**config.mk**
```make
export PLATFORM = sky130hd
export DESIGN_NAME = core_if_fetch
export DESIGN_NICKNAME = d
export VERILOG_FILES = /design/src/rtl/core_if_fetch_pkg.sv /design/src/rtl/core_if_skid.sv /design/src/rtl/core_if_fetch.sv
export SDC_FILE = /design/constraint.sdc
export NUM_CORES = 1
export LEC_CHECK = 0
export CORE_MARGIN = 2
export CORE_UTILIZATION = 48
export DETAILED_ROUTE_END_ITERATION = 6
export GPL_TIMING_DRIVEN = 0
export MAX_ROUTING_LAYER = met4
export PLACE_DENSITY = 0.75
export SETUP_SLACK_MARGIN = 0.02
export SYNTH_ARGS = -nofsm -noshare
export SYNTH_HDL_FRONTEND = slang
export SYNTH_HIERARCHICAL = 1
export SYNTH_SLANG_ARGS = --single-unit
```
**constraint.sdc**
```tcl
create_clock -name clk -period 4.14 [get_ports clk]
set_input_delay 0.621 -clock clk [delete_from_list [all_inputs] [get_ports clk]]
set_output_delay 0.621 -clock clk [all_outputs]
set_load 0.01 [all_outputs]
```
**src/rtl/core_if_fetch_pkg.sv**
```systemverilog
// Shared types and constants for the instruction fetch stage.
// Imported by core_if_fetch and core_if_skid.
package core_if_fetch_pkg;

   localparam logic [31:0] INST_NOP        = 32'h0000_0013;
   localparam logic [31:0] ZERO_WORD       = 32'h0000_0000;
   localparam logic [31:0] CPU_RST_ADDRESS = 32'h0000_0000;
   localparam int unsigned INST_BYTE_WIDTH = 32;

   typedef enum logic [1:0] {
      IF_S_IDLE    = 2'd0,
      IF_S_FETCH   = 2'd1,
      IF_S_DISCARD = 2'd2
   } if_state_e;

   typedef struct packed {
      logic [31:0] inst;
      logic [31:0] addr;
   } if_id_t;

   function automatic logic [31:0] align_word(input logic [31:0] a);
      return {a[31:2], 2'b00};
   endfunction

endpackage

```
**src/rtl/core_if_skid.sv**
```systemverilog
// One-entry {inst, addr} skid buffer for the fetch output stage.
// Clear wins over load, load wins over unload.
module core_if_skid
   import core_if_fetch_pkg::*;
(
   input  logic   clk,
   input  logic   rst,
   input  logic   load,
   input  logic   unload,
   input  logic   clear,
   input  if_id_t din,
   output if_id_t dout,
   output logic   valid
);

   // Capture a bypassed fetch while decode is stalled
   always_ff @(posedge clk or posedge rst) begin
      if (rst) begin
         valid <= 1'b0;
         dout  <= '{inst: INST_NOP, addr: ZERO_WORD};
      end else if (clear) begin
         valid <= 1'b0;
      end else if (load) begin
         valid <= 1'b1;
         dout  <= din;
      end else if (unload) begin
         valid <= 1'b0;
      end
   end

endmodule

```
**src/rtl/core_if_fetch.sv**
```systemverilog
// Instruction fetch: owns the PC, drives the req/ack bus,
// and feeds decode through a registered stage plus skid.
module core_if_fetch
   import core_if_fetch_pkg::*;
#(
   parameter logic [31:0] RESET_ADDR = CPU_RST_ADDRESS,
   parameter int unsigned INST_BYTES = INST_BYTE_WIDTH / 8
) (
   input  logic        clk,
   input  logic        rst,
   input  logic        jump_en_in,
   input  logic [31:0] jump_addr_in,
   input  logic        hold_in,
   output logic        ibus_req_out,
   output logic [31:0] ibus_addr_out,
   input  logic        ibus_ack_in,
   input  logic [31:0] ibus_data_in,
   output logic [31:0] inst_out,
   output logic [31:0] inst_addr_out,
   output logic        inst_valid_out
);

   if_state_e   state_q, state_d;
   logic [31:0] pc_q, pc_d;
   logic [31:0] pend_q, pend_d;
   if_id_t      out_q, out_d;
   logic        out_vld_q, out_vld_d;

   logic        buf_valid;
   if_id_t      buf_data;
   logic        buf_load;
   logic        buf_unload;

   logic        accept;
   logic [31:0] jump_tgt;
   if_id_t      ack_word;

   assign jump_tgt       = align_word(jump_addr_in);
   assign ack_word       = '{inst: ibus_data_in, addr: pc_q};
   assign ibus_addr_out  = pc_q;
   assign accept         = (state_q == IF_S_FETCH) && ibus_req_out
                        && ibus_ack_in && !jump_en_in;
   assign inst_out       = out_q.inst;
   assign inst_addr_out  = out_q.addr;
   assign inst_valid_out = out_vld_q;

   // State, PC and pending redirect registers
   always_ff @(posedge clk or posedge rst) begin
      if (rst) begin
         state_q <= IF_S_IDLE;
         pc_q    <= RESET_ADDR;
         pend_q  <= RESET_ADDR;
      end else begin
         state_q <= state_d;
         pc_q    <= pc_d;
         pend_q  <= pend_d;
      end
   end

   // Next state, bus request and PC selection
   always_comb begin
      state_d      = state_q;
      pc_d         = pc_q;
      pend_d       = pend_q;
      ibus_req_out = 1'b0;
      unique case (state_q)
         IF_S_IDLE: begin
            state_d = IF_S_FETCH;
            if (jump_en_in) pc_d = jump_tgt;
         end
         IF_S_FETCH: begin
            ibus_req_out = ~buf_valid;
            if (jump_en_in) begin
               if (ibus_req_out && !ibus_ack_in) begin
                  pend_d  = jump_tgt;
                  state_d = IF_S_DISCARD;
               end else begin
                  pc_d = jump_tgt;
               end
            end else if (ibus_req_out && ibus_ack_in) begin
               pc_d = pc_q + 32'(INST_BYTES);
            end
         end
         IF_S_DISCARD: begin
            ibus_req_out = 1'b1;
            if (ibus_ack_in) begin
               state_d = IF_S_FETCH;
               pc_d    = jump_en_in ? jump_tgt : pend_q;
            end else if (jump_en_in) begin
               pend_d = jump_tgt;
            end
         end
         default: state_d = IF_S_IDLE;
      endcase
   end

   // Route accepted data between output stage and skid
   always_comb begin
      out_d      = out_q;
      out_vld_d  = out_vld_q;
      buf_load   = 1'b0;
      buf_unload = 1'b0;
      if (jump_en_in) begin
         out_d     = '{inst: INST_NOP, addr: ZERO_WORD};
         out_vld_d = 1'b0;
      end else if (!hold_in) begin
         if (buf_valid) begin
            out_d      = buf_data;
            out_vld_d  = 1'b1;
            buf_unload = 1'b1;
            buf_load   = accept;
         end else if (accept) begin
            out_d     = ack_word;
            out_vld_d = 1'b1;
         end else begin
            out_d     = '{inst: INST_NOP, addr: ZERO_WORD};
            out_vld_d = 1'b0;
         end
      end else if (accept) begin
         if (!out_vld_q) begin
            out_d     = ack_word;
            out_vld_d = 1'b1;
         end else begin
            buf_load = 1'b1;
         end
      end
   end

   // Registered output stage towards decode
   always_ff @(posedge clk or posedge rst) begin
      if (rst) begin
         out_q     <= '{inst: INST_NOP, addr: ZERO_WORD};
         out_vld_q <= 1'b0;
      end else begin
         out_q     <= out_d;
         out_vld_q <= out_vld_d;
      end
   end

   core_if_skid u_skid (
      .clk    (clk),
      .rst    (rst),
      .load   (buf_load),
      .unload (buf_unload),
      .clear  (jump_en_in),
      .din    (ack_word),
      .dout   (buf_data),
      .valid  (buf_valid)
   );

   // A full skid must never be offered more data while stalled
   always_ff @(posedge clk) begin
      if (!rst) begin
         assert (!(accept && buf_valid && hold_in));
      end
   end

endmodule
```
==> flow_summary.yaml, run 1 <==
# yosys + openroad results
floorplan:
  initCoreUtil_pct: 48.8
  tap_cells: 265
  core-area_um2: 19500
  die-height_um: 145
  chipWidth_um: 145
cells_and_area:
  regMostFlops: "u_skid/dout"
  finalNetCount: 1042
  lay_top_cells: "190 x dfrtp_1, 164 x clkdlybuf4s50_1, 71 x o2bb2ai_1, 65 x a22oi_1, 60 x mux2_4"
  non_clk_buf_share_pct: 17.0
  mi_logic_area_um2: 4160
  clkbuf_count: 18
  num-nonclk-buffers: 227
  final-instance-count-excl-fill: 1245
  layout.non_clock_inverters: 10
  final_layout_top_logic_cell: "dfrtp_1"
  flops: 196
  area.share.combinational_pct: 34.4
  largest_cell_class: "flip-flops and latches"
  multiInputCombCellCount: 514
  antenna_cells: 1
  drive_above_1_share_pct: 16.9
  area.share.sequential_pct: 40.6
  filler_cell_count: 1532
pwr:
  sequentialPower_uw: 2740
  power.largest_group: "registers"
  power.share.combinational_pct: 35.7
  total_power_uw: 6890
  power.density_nw_per_um2: 569
  ir_drop_mv: 0.385
  power_switching_share_pct: 37.3
  p_int_uw: 4320
  p_clk_share_pct: 24.5
placed_design:
  post-place-cells: 1212
  detailedPlacementHpwl_mm: 18.4
  dpl-instance-area_um2: 11500
  place_worst_setup_slack_ns: 0.658
  gpl.final_weighted_congestion: 0.914
grt:
  grt.met3_usage_pct: 4.57
  global_route.usage.met1_pct: 35.8
  global_route_wire_length_before_repair_mm: 41.5
  grt_busiest_layer: "met2"
  number_of_antenna_violations_at_the_first_check_in_global_routing: 1
worst_setup_path:
  critical_path_peak_fanout: 10
  critPathLaunch: "state_q[0]"
  cp_common_cell: "inv_1"
  crit_path_cell_trace: "inv_1, ha_1, inv_1, a21oi_1, nor3_1, clkbuf_1, o21ai_0, o2bb2ai_1"
  crit_reg_reg_startpoint: "state_q[0]"
  critical_path_depth: 8
  regToRegSetupSlack_ns: 1.01
  worst_ep_arrival_time_ns: 3.43
  ff2ff_path_depth: 8
  cp.required_ns: 4.44
  critPathSlowestCell: "nor3_1"
  timing.critical_path.slowest_cell_delay_ns: 0.84
synthesis:
  synth.mux.area_fraction_pct: 13.8
  netlist_logic_family_top: "AND-OR/OR-AND gates"
  synth_area_per_cell_um2: 12.1
  fraction_of_registers_with_async_set_or_reset_after_synthesis_pct: 100
  synthesis.yosys.warnings: 6
  common_cells: "190 x dfrtp_1, 71 x o2bb2ai_1, 65 x a22oi_1"
  synth_chip_area_um2: 9500
  floorplan.nets: 858
  fraction_of_post_synthesis_cell_area_in_the_top_cell_type_by_area_pct: 50.1
  fa_ha_area_share_pct: 0.922
  synth_stat.cells: 782
  synthAoiAreaFrac_pct: 21.1
  ys_sh_xor_pct: 0.0922
  synth.ff_latch_count: 196
  topCellsByArea: "dfrtp_1 50%, mux2_4 9.5%, o2bb2ai_1 6.5%"
clocking:
  htree_levels: 4
  cts-hold-fix-buffers: 0
  worstSkewPairLatency_ns: 0.44
  clkTransAtPathRegs_ns: 0.08
  clkSinkCount: 196
  clockBufferDepth: 2
  cts_tree: "done"
  cts-root-buf: "clkbuf_16"
timing:
  whs_ns: 0.486
  rsz0062_at_grt: "false"
  totalNegativeSetupSlack_ns: 0
  post-route-min-period_ns: 3.13
  min_period_over_period_pct: 75.5
  setup_viol: 0
  clock_skew_ns: 0.0122
  timing.fmax_mhz: 320
  worst-slew-pin-transition_ns: 1.08
routing:
  drt_first_pass_iters: 6
  top_layer: "met4"
  wirelength_met1_mm: 11.6
  postRouteWirelength_mm: 27.0
  viasPerCell: 6.14
run:
  openroad.warnings: 33
  max-cap-violations: 0
min_path:
  start_point_of_the_worst_hold_path: "inst_addr_out[26]"
  hold_path_class: "flop to flop"
  timing.hold.worst_path_depth: 1
outcome:
  outcome: "complete, no violations"
**Run 1: register map, names as in the netlist**

Drawn at 4 px/um. Other sequential cells in the stronger gray, the rest of the logic in the fainter gray.
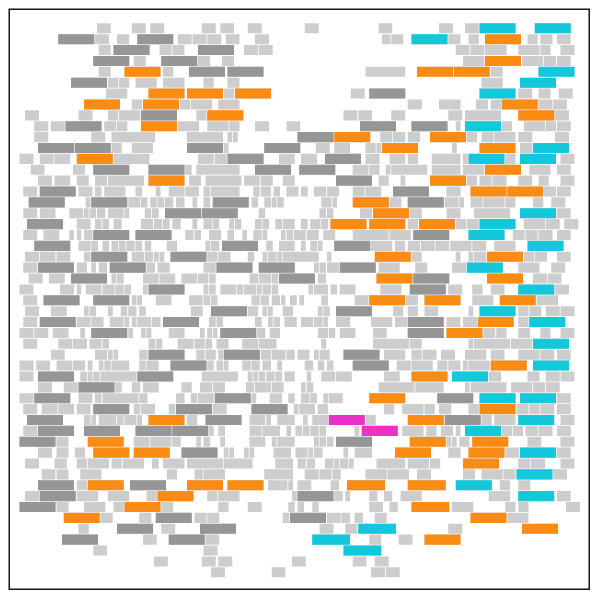
- state_q: magenta (flops 2)
- u_skid/dout: orange (flops 64; where spread over the die)
- inst_out: cyan (flops 32; where a vertical strip on the right)
utilization after layout: 62.2%
Flop area: 4910 um^2

**Run 1: signal wires by layer**

Drawn at 2 px/um. Two of the layers only.
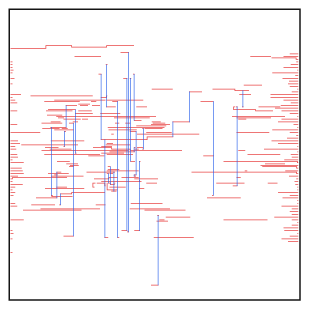
- M4: blue (wire length 794 um)
- M3: red (wire length 2,140 um)
vias after detailed routing: 7,646
wire length per cell after detailed routing: 21.7 um

**Run 1: wires at chosen ports, followed through buffers**

Drawn at 3 px/um.
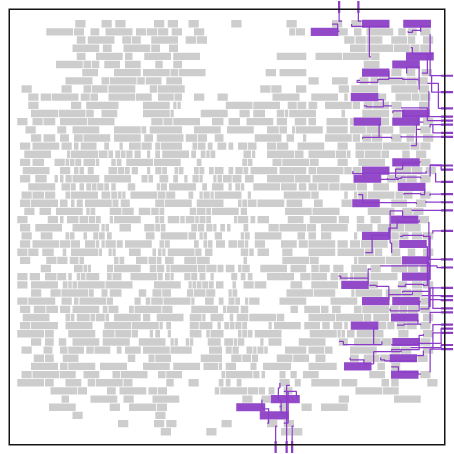
- inst_out: purple (direction output; edge 27 right, 3 bottom, 2 top; end cells 32; wire 881 um)
number of placed I/O pins: 167
count of buffers from port buffering: 164

**Run 1: wire density map**

Drawn at 2 px/um. 29 x 29 tiles, from dark blue (low) to red (high), scaled to the fullest tile. Values are wire area over tile area, all layers added.
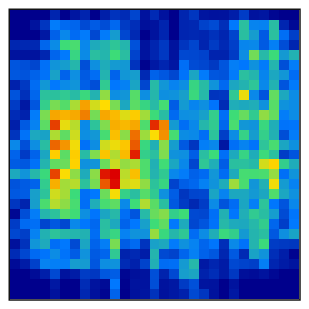

==> inputs of run 2 (changes only) <==
--- a/config.mk
+++ b/config.mk
@@ -6,11 +6,11 @@
 export NUM_CORES = 1
 export LEC_CHECK = 0
 export CORE_MARGIN = 2
-export CORE_UTILIZATION = 48
+export CORE_UTILIZATION = 53
 export DETAILED_ROUTE_END_ITERATION = 6
 export GPL_TIMING_DRIVEN = 0
 export MAX_ROUTING_LAYER = met4
-export PLACE_DENSITY = 0.75
+export PLACE_DENSITY = 0.78
 export SETUP_SLACK_MARGIN = 0.02
 export SYNTH_ARGS = -nofsm -noshare
 export SYNTH_HDL_FRONTEND = slang
==> constraint.sdc (replaced) <==
create_clock -name clk -period 3 [get_ports clk]
set_input_delay 0.45 -clock clk [delete_from_list [all_inputs] [get_ports clk]]
set_output_delay 0.45 -clock clk [all_outputs]
set_load 0.01 [all_outputs]
**Run 2: wire density map**

Drawn at 3 px/um. 28 x 28 tiles, from dark blue (low) to red (high), scaled to the fullest tile. Values are wire area over tile area, all layers added.
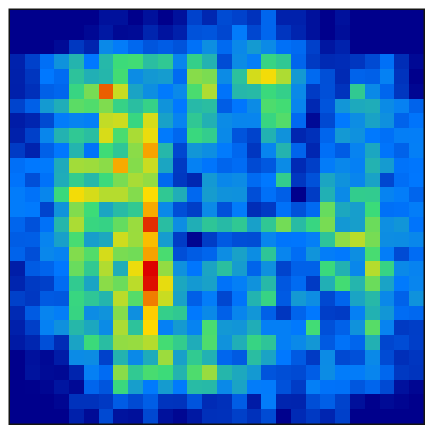
- tiles over half the peak: 13%
- densest ninth of the die: left middle
- fullest tile: 0.81
wire length per cell after detailed routing: 21.5 um
sum of routed wire length over all layers: 26.0 mm
total global routing track utilization: 29.0%
vias after detailed routing: 7,634

==> run 2 against run 1 <==
Against the previous run: worst hold slack better by 0.0021 ns; critical path depth fell by 1; critical endpoint is now pend_q[26]; setup slack lost 0.89 ns; sequential power increased by about 40%; clock skew fell by 0.0046 ns.
==> flow_summary.yaml, run 2 <==
# yosys + openroad results
cells_and_area:
  layout.non_clock_inverters: 10
  final-instance-count-excl-fill: 1206
  finalNetCount: 1044
  area.share.combinational_pct: 34.5
  regMostFlops: "u_skid/dout"
  multiInputCombCellCount: 514
  non_clk_buf_share_pct: 17.4
  flops: 196
  num-nonclk-buffers: 229
  mi_logic_area_um2: 4170
  largest_cell_class: "flip-flops and latches"
  drive_above_1_share_pct: 17.8
  area.share.sequential_pct: 40.7
  final_layout_top_logic_cell: "dfrtp_1"
  largest_register_ffs: 64
  flop_area_um2: 4910
  lay_top_cells: "190 x dfrtp_1, 164 x clkdlybuf4s50_1, 71 x o2bb2ai_1, 65 x a22oi_1, 60 x mux2_4"
  clkbuf_count: 17
  filler_cell_count: 1307
  fin_util_pct: 69.4
  antenna_cells: 0
grt:
  grt.met3_usage_pct: 3.98
  number_of_antenna_violations_at_the_first_check_in_global_routing: 0
  globalRoute.totalOverflow: 0
  grt_busiest_layer: "met2"
  global_route_wire_length_before_repair_mm: 40.7
  global_route.usage.met1_pct: 40.6
  grtUsageMet2_pct: 42.8
placed_design:
  port_buffers: 164
  detailedPlacementHpwl_mm: 18.4
  post-place-cells: 1174
  gpl.final_weighted_congestion: 0.966
  place_worst_setup_slack_ns: -0.243
  dpl-instance-area_um2: 11500
worst_setup_path:
  regToRegSetupSlack_ns: 0.12
  critical_path_peak_fanout: 10
  critPathSlowestCell: "a21oi_1"
  crit_path_cell_trace: "inv_1, ha_1, or2_2, nand2b_1, a21oi_1, buf_2, mux2_2"
  critical_path_depth: 7
  ff2ff_path_depth: 7
  timing.critical_path.slowest_cell_delay_ns: 0.62
  crit_reg_reg_startpoint: "state_q[0]"
  critPathLaunch: "state_q[0]"
  worst_ep_arrival_time_ns: 3.20
  cp.required_ns: 3.32
pwr:
  p_clk_share_pct: 23.8
  sequentialPower_uw: 3840
  power.largest_group: "registers"
  power.share.combinational_pct: 35.3
  total_power_uw: 9400
  power.density_nw_per_um2: 778
  clk-power_uw: 2240
  p_int_uw: 5880
  ir_drop_mv: 0.521
  power_switching_share_pct: 37.4
synthesis:
  fraction_of_registers_with_async_set_or_reset_after_synthesis_pct: 100
  synthAoiAreaFrac_pct: 21.1
  common_cells: "190 x dfrtp_1, 71 x o2bb2ai_1, 65 x a22oi_1"
  floorplan.nets: 858
  ys_sh_xor_pct: 0.0922
  synth.mux.area_fraction_pct: 13.8
  fraction_of_post_synthesis_cell_area_in_the_top_cell_type_by_area_pct: 50.1
  synth.ff_latch_count: 196
  synth_stat.cells: 782
  synth_chip_area_um2: 9500
  netlist_logic_family_top: "AND-OR/OR-AND gates"
  topCellsByArea: "dfrtp_1 50%, mux2_4 9.5%, o2bb2ai_1 6.5%"
  synth-simple-area-share_pct: 7.81
  fa_ha_area_share_pct: 0.922
  synth_area_per_cell_um2: 12.1
  synthesis.yosys.warnings: 6
timing:
  min_period_over_period_pct: 96.0
  worst-slew-pin-transition_ns: 0.842
  post-route-min-period_ns: 2.88
  whs_ns: 0.488
  clock_skew_ns: 0.00757
  timing.fmax_mhz: 347
  totalNegativeSetupSlack_ns: 0
  setup_viol: 0
  rsz0062_at_grt: "false"
routing:
  wirelength_met1_mm: 11.1
  drt_first_pass_iters: 6
  viasPerCell: 6.33
  top_layer: "met4"
clocking:
  cts-root-buf: "clkbuf_16"
  clockBufferDepth: 2
  clkSinkCount: 196
  worstSkewPairLatency_ns: 0.43
  htree_levels: 4
  cts_tree: "done"
  clkTransAtPathRegs_ns: 0.07
  cts-hold-fix-buffers: 0
  post_cts.repair.setup_buffers: 0
floorplan:
  chipWidth_um: 138
  core-area_um2: 17400
  io_pins: 167
  die-height_um: 138
  initCoreUtil_pct: 54.5
  tap_cells: 225
min_path:
  timing.hold.worst_path_depth: 1
  hold_path_class: "flop to flop"
  start_point_of_the_worst_hold_path: "inst_out[2]"
run:
  openroad.warnings: 33
  max-cap-violations: 0
outcome:
  outcome: "complete, no violations"
**Run 2: signal wires by layer**

Drawn at 3 px/um. Two of the layers only.
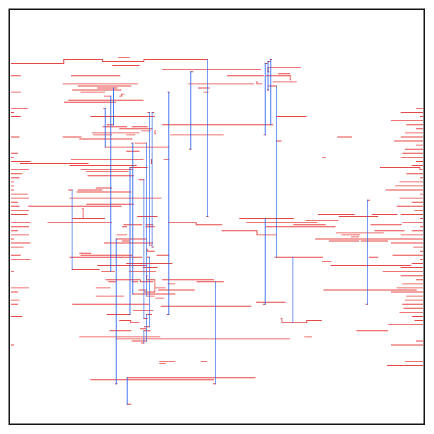
- M4: blue (wire length 872 um)
- M3: red (wire length 2,180 um)

Power figures rest on the tool's default switching activity, not on a simulated workload.
